[src/rtl/fft_pkg.sv]
// Shared definitions for the FFT datapath: default widths, a lane extraction
// helper for flat complex buses, and the round-half-up halving used for block scaling.
package fft_pkg;

  localparam int N_DEF     = 16;
  localparam int LANES_DEF = 16;

  // Helpers work on generously sized containers; callers extend into and truncate out of them.
  localparam int MAX_BUS = 4096;
  localparam int MAX_W   = 64;

  // Lane k of an n-bit-per-lane flat bus, zero-extended to MAX_W bits.
  function automatic logic [MAX_W-1:0] lane_slice(input logic [MAX_BUS-1:0] bus,
                                                  input int k, input int n);
    logic [MAX_BUS-1:0] sh;
    sh = bus >> (k * n);
    return sh[MAX_W-1:0] & ({MAX_W{1'b1}} >> (MAX_W - n));
  endfunction

  // (x + 1) >>> 1; the wide container means the +1 can never overflow.
  function automatic logic signed [MAX_W-1:0] round_half_up(input logic signed [MAX_W-1:0] x);
    return (x + MAX_W'(1)) >>> 1;
  endfunction

endpackage

[src/rtl/fft_lane_scale.sv]
// Per-lane optional divide-by-2 with round-half-up on both components of each
// complex sample; purely combinational.
module fft_lane_scale
  import fft_pkg::*;
#(
  parameter int N     = N_DEF,
  parameter int LANES = LANES_DEF
) (
  input  logic                 scale,
  input  logic [LANES*N-1:0]   in_r,
  input  logic [LANES*N-1:0]   in_i,
  output logic [LANES*N-1:0]   out_r,
  output logic [LANES*N-1:0]   out_i
);

  logic [MAX_BUS-1:0] bus_r;
  logic [MAX_BUS-1:0] bus_i;

  assign bus_r = MAX_BUS'(in_r);
  assign bus_i = MAX_BUS'(in_i);

  for (genvar k = 0; k < LANES; k++) begin : g_lane
    logic signed [N-1:0] xr;
    logic signed [N-1:0] xi;

    assign xr = N'(lane_slice(bus_r, k, N));
    assign xi = N'(lane_slice(bus_i, k, N));

    // Sign-extend into the wide container, halve, then truncate back to N bits.
    assign out_r[k*N +: N] = scale ? N'(round_half_up(MAX_W'(xr))) : xr;
    assign out_i[k*N +: N] = scale ? N'(round_half_up(MAX_W'(xi))) : xi;
  end

endmodule

[src/rtl/fft_pipe_stage_elastic.sv]
// Elastic register stage between FFT butterfly ranks: DEPTH-entry circular
// buffer with valid/ready handshake, optional per-beat halving applied on push.
module fft_pipe_stage_elastic
  import fft_pkg::*;
#(
  parameter int N     = N_DEF,
  parameter int LANES = LANES_DEF,
  parameter int DEPTH = 2,
  parameter int TAG_W = 4
) (
  input  logic                         clk,
  input  logic                         rst,
  input  logic                         flush,
  input  logic                         in_valid,
  output logic                         in_ready,
  input  logic                         in_scale,
  input  logic [LANES*N-1:0]           in_r,
  input  logic [LANES*N-1:0]           in_i,
  input  logic [TAG_W-1:0]             in_tag,
  output logic                         out_valid,
  input  logic                         out_ready,
  output logic [LANES*N-1:0]           out_r,
  output logic [LANES*N-1:0]           out_i,
  output logic [TAG_W-1:0]             out_tag,
  output logic [$clog2(DEPTH+1)-1:0]   count
);

  localparam int W  = LANES * N;
  localparam int PW = (DEPTH > 1) ? $clog2(DEPTH) : 1;
  localparam int CW = $clog2(DEPTH + 1);

  logic [W-1:0]     sc_r;
  logic [W-1:0]     sc_i;
  logic [W-1:0]     mem_r [DEPTH];
  logic [W-1:0]     mem_i [DEPTH];
  logic [TAG_W-1:0] mem_t [DEPTH];
  logic [PW-1:0]    wr_ptr;
  logic [PW-1:0]    rd_ptr;
  logic [CW-1:0]    cnt;
  logic [CW-1:0]    cnt_nxt;
  logic             vld;
  logic             push;
  logic             pop;

  fft_lane_scale #(.N(N), .LANES(LANES)) u_scale (
    .scale (in_scale),
    .in_r  (in_r),
    .in_i  (in_i),
    .out_r (sc_r),
    .out_i (sc_i)
  );

  // Ready depends only on registered occupancy and rst, never on out_ready.
  assign in_ready = (cnt < CW'(DEPTH)) & ~rst;
  assign push     = in_valid & in_ready;
  assign pop      = vld & out_ready;

  always_comb begin
    // NOTE: default assignment first so every path drives cnt_nxt and no latch is inferred.
    cnt_nxt = cnt;
    if (push && !pop)      cnt_nxt = cnt + 1'b1;
    else if (pop && !push) cnt_nxt = cnt - 1'b1;
  end

  // Pointers wrap explicitly so DEPTH need not be a power of two.
  function automatic logic [PW-1:0] adv(input logic [PW-1:0] p);
    return (p == PW'(DEPTH - 1)) ? '0 : p + 1'b1;
  endfunction

  always_ff @(posedge clk) begin
    if (rst) begin
      // NOTE: the buffer is reset too, so the head outputs read all-zero after reset.
      for (int e = 0; e < DEPTH; e++) begin
        mem_r[e] <= '0;
        mem_i[e] <= '0;
        mem_t[e] <= '0;
      end
      wr_ptr <= '0;
      rd_ptr <= '0;
      cnt    <= '0;
      vld    <= 1'b0;
    end else if (flush) begin
      // Occupancy only; stale entries are harmless once the pointers restart.
      wr_ptr <= '0;
      rd_ptr <= '0;
      cnt    <= '0;
      vld    <= 1'b0;
    end else begin
      // NOTE: non-blocking assignments so every register samples pre-edge values.
      if (push) begin
        mem_r[wr_ptr] <= sc_r;
        mem_i[wr_ptr] <= sc_i;
        mem_t[wr_ptr] <= in_tag;
        wr_ptr        <= adv(wr_ptr);
      end
      if (pop) rd_ptr <= adv(rd_ptr);
      cnt <= cnt_nxt;
      vld <= (cnt_nxt != '0);
    end
  end

  assign out_valid = vld;
  assign out_r     = mem_r[rd_ptr];
  assign out_i     = mem_i[rd_ptr];
  assign out_tag   = mem_t[rd_ptr];
  assign count     = cnt;

endmodule

[config.mk]
export PLATFORM = sky130hd
export DESIGN_NAME = fft_pipe_stage_elastic
export DESIGN_NICKNAME = d
export VERILOG_FILES = /design/src/rtl/fft_pkg.sv /design/src/rtl/fft_lane_scale.sv /design/src/rtl/fft_pipe_stage_elastic.sv
export SDC_FILE = /design/constraint.sdc
export NUM_CORES = 2
export LEC_CHECK = 0
export ABC_AREA = 1
export CAP_MARGIN = 0
export CORE_AREA = 3 3 401 403
export DETAILED_ROUTE_END_ITERATION = 16
export DIE_AREA = 0 0 404 406
export PLACE_DENSITY = 0.62
export SLEW_MARGIN = 0
export SYNTH_ARGS = -nofsm -noshare
export SYNTH_HDL_FRONTEND = slang
export SYNTH_SLANG_ARGS = --single-unit
[constraint.sdc]
create_clock -name clk -period 22.8 [get_ports clk]
set_clock_uncertainty 0.1 [all_clocks]
set_input_delay 4.56 -clock clk [delete_from_list [all_inputs] [get_ports clk]]
set_output_delay 4.56 -clock clk [all_outputs]
set_load 0.005 [all_outputs]
==> notes.md <==
Notes from the flow run.

Cells and area:
- The run gives the count of multi-input combinational gates as 4,742.
- The plain and repair buffers instantiated in the layout total 1,078.
- The run puts the number of nets in the finished design at 8,057.
- The run puts the logic gate fraction of the total cell area at 32.9%.
- The run gives the sequential cell count as 1,038.
- The run puts the layout overhead on the synthesized area at 27.4%.
- The finished cells cover about 0.075 mm2.
- In the layout the commonest cells are nor2_1 (1,484), nand2_1 (1,452), clkdlybuf4s50_1 (1,040), edfxtp_1 (1,032), inv_1 (521).
- After layout the signal buffers, clock cells excluded, come to between 10% and 20% of cell area.

CTS:
- In this run the post-CTS setup repair buffer count came out at 0.
- After clock tree synthesis, the repair step resized 0 gates.
- The run gives the clock root buffer as clkbuf_16.
- TritonCTS built the clock tree.
- The run gives the count of hold buffers inserted by post-cts repair as 0.

Routing:
- The run gives the post-route met1 wirelength as approximately 85,000 um.
- The run puts the wire length on met3 at 16,600 um.
- The run puts the number of vias in the routed layout at roughly 50,000.
- The run gives the number of detailed-routing iterations run before antenna repair as 6.
- The run puts the DRC violation count after routing at 0.
- The run puts the detail-routed net length per standard cell at 22.1 um.
- For this block, the initial DRC count from the detailed router was 3,798.

Setup path:
- STA classifies the critical path startpoint as an input pin.
- Looking at the setup timing report, the critical path kind is input pin to output port.
- The run gives the nature of the critical path endpoint as an output port.
- In this run the critical register-to-register path is launched from count[1]$_SDFF_PP0_.
- The run puts the reg-to-reg setup timing slack at around 18,000 ps.
- The run gives the worst flop-to-flop path endpoint as mem_i[1][159]$_SDFFCE_PN0P_.

Synthesis:
- Synthesis produced a netlist with a net count of 7,129.
- The run puts the area figure in the yosys stat output at between 0.05 and 0.06 mm2.
- The run puts the yosys warning tally at 0.
- The run puts the post-synthesis sequential area ratio at 52.5%.
- The run gives the gate count of the mapped netlist as around 6,600.
- The run puts the number of standard cells reported by yosys at approximately 6,600.

Floorplan:
- The share of the core area taken by cells at floorplan is around 38%.

Placement:
- At the placement stage, the worst setup path has a slack of approximately 12,000 ps.
- The number of placed instances, taps included, is between 9,000 and 10,000.

GRT:
- The run puts the remaining global-route overflow at 0.
- The initial antenna violation count was roughly 60.
- The run gives the maximum number of pins on one net before global-route repair as 173.
- The run gives the met3 usage as 5.87%.
- The run gives the overall routing resource usage as around a quarter.
- The run gives the met2 routing resource usage after global routing as between 40% and 50%.

Outcome:
- The flow ran to the end, and the final reports show no timing, DRC or antenna violations.

Pwr:
- The run gives the standby leakage power as about 0.031 uW.
- The run gives the cell area power density as between 60 and 70 mW/mm2.

STA:
- The run gives the final sum of negative setup slack as 0 ps.
- The run gives the worst-case headroom to the max-slew limit as about a fifth.
- The run puts the final-report max-slew violation count at 0.

Worst hold path:
- The run gives the worst hold path class as register to register.
kinds of logic (layout without fill, tap and decap cells):
logic type	after synthesis	count (layout)	synth area share [%]
AOI/OAI and AO/OA	373	373	3.29
adders and majority gates	32	32	0.676
buffers and inverters	795	1826	5.58
and+or+nand+nor	3601	3601	24.7
DFF	1038	1038	52.5
xor gates and xnor gates	148	148	2.19
muxes	588	588	11.0
other	0	36	0
power breakdown:
part           switching [uW]  internal, uW  total, uW
Clock                     836          1170       2000
Combinational             416           320        735
Sequential               24.0          2200       2220
Total                    1280          3690       4960
critical path, cell delays in order:
cell             delay [ps]
clkdlybuf4s50_1         550
nor2_4                  270
clkdlybuf4s50_1         560
synth_stat cells:
library cell and number:
nor2_1 1484, edfxtp_1 1032, nor2_4 1, a21oi_1 108, o22ai_1 4, o21ai_0 234, mux2i_1 72, mux2_2 516
nand2_1 1454, o21bai_1 5, dfxtp_1 6, xor2_1 113, buf_2 223, a2bb2oi_1 7, and2_1 5, buf_1 2
nand3_1 476, ha_1 32, inv_1 522, clkbuf_1 35, inv_2 2, or2_2 31, o31ai_1 1, xnor2_1 35
a22oi_1 14, nor3_4 2, buf_4 11, nand4_1 147, nand2_4 1
worst min-delay path by stage:
stage	start	endpoint
4_1_cts	rd_ptr$_SDFFE_PP0P_	register
2_1_floorplan	rd_ptr$_SDFFE_PP0P_	register
3_5_place_dp	rd_ptr$_SDFFE_PP0P_	register
6_report	rd_ptr$_SDFFE_PP0P_	register
3_3_place_gp	rd_ptr$_SDFFE_PP0P_	register
5_1_grt	rd_ptr$_SDFFE_PP0P_	register
flip-flops by register name, summed over array words and instances (netlist names), named ones only:
register   flops
count          2
out_valid      1
mem_r        512
wr_ptr         1
mem_i        512
mem_t          8
rd_ptr         1
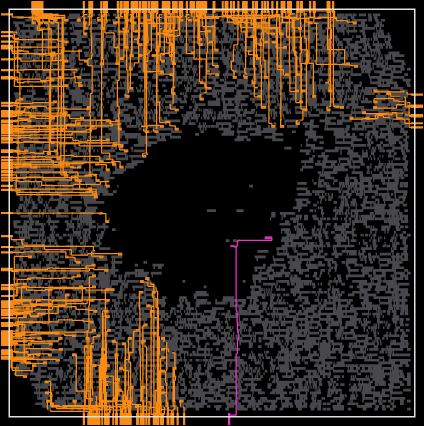
*Nets reached from selected ports*
Scale: 1 px per um.
legend:
  out_valid:
    colour: magenta
    bits: 1
    direction: output
    edge: south
    end_cells: 1
    buffers: 1
    wire: 232 um
  out_r:
    colour: orange
    bits: 256
    direction: output
    edge: 108 north, 88 west, 53 south, 7 east
    end_cells: 256
    buffers: 256
    wire: 18,300 um
Port Buf Inserts: 1,041
ports placed on the boundary: 1,042

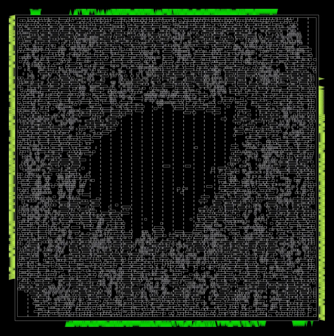
*Cell outlines without signal wires*
sequential portion of the cell area: 41.2%
number of inserted filler cells in the final layout: 15,000

No activity file was given, so power comes from the tool's default toggle rates.
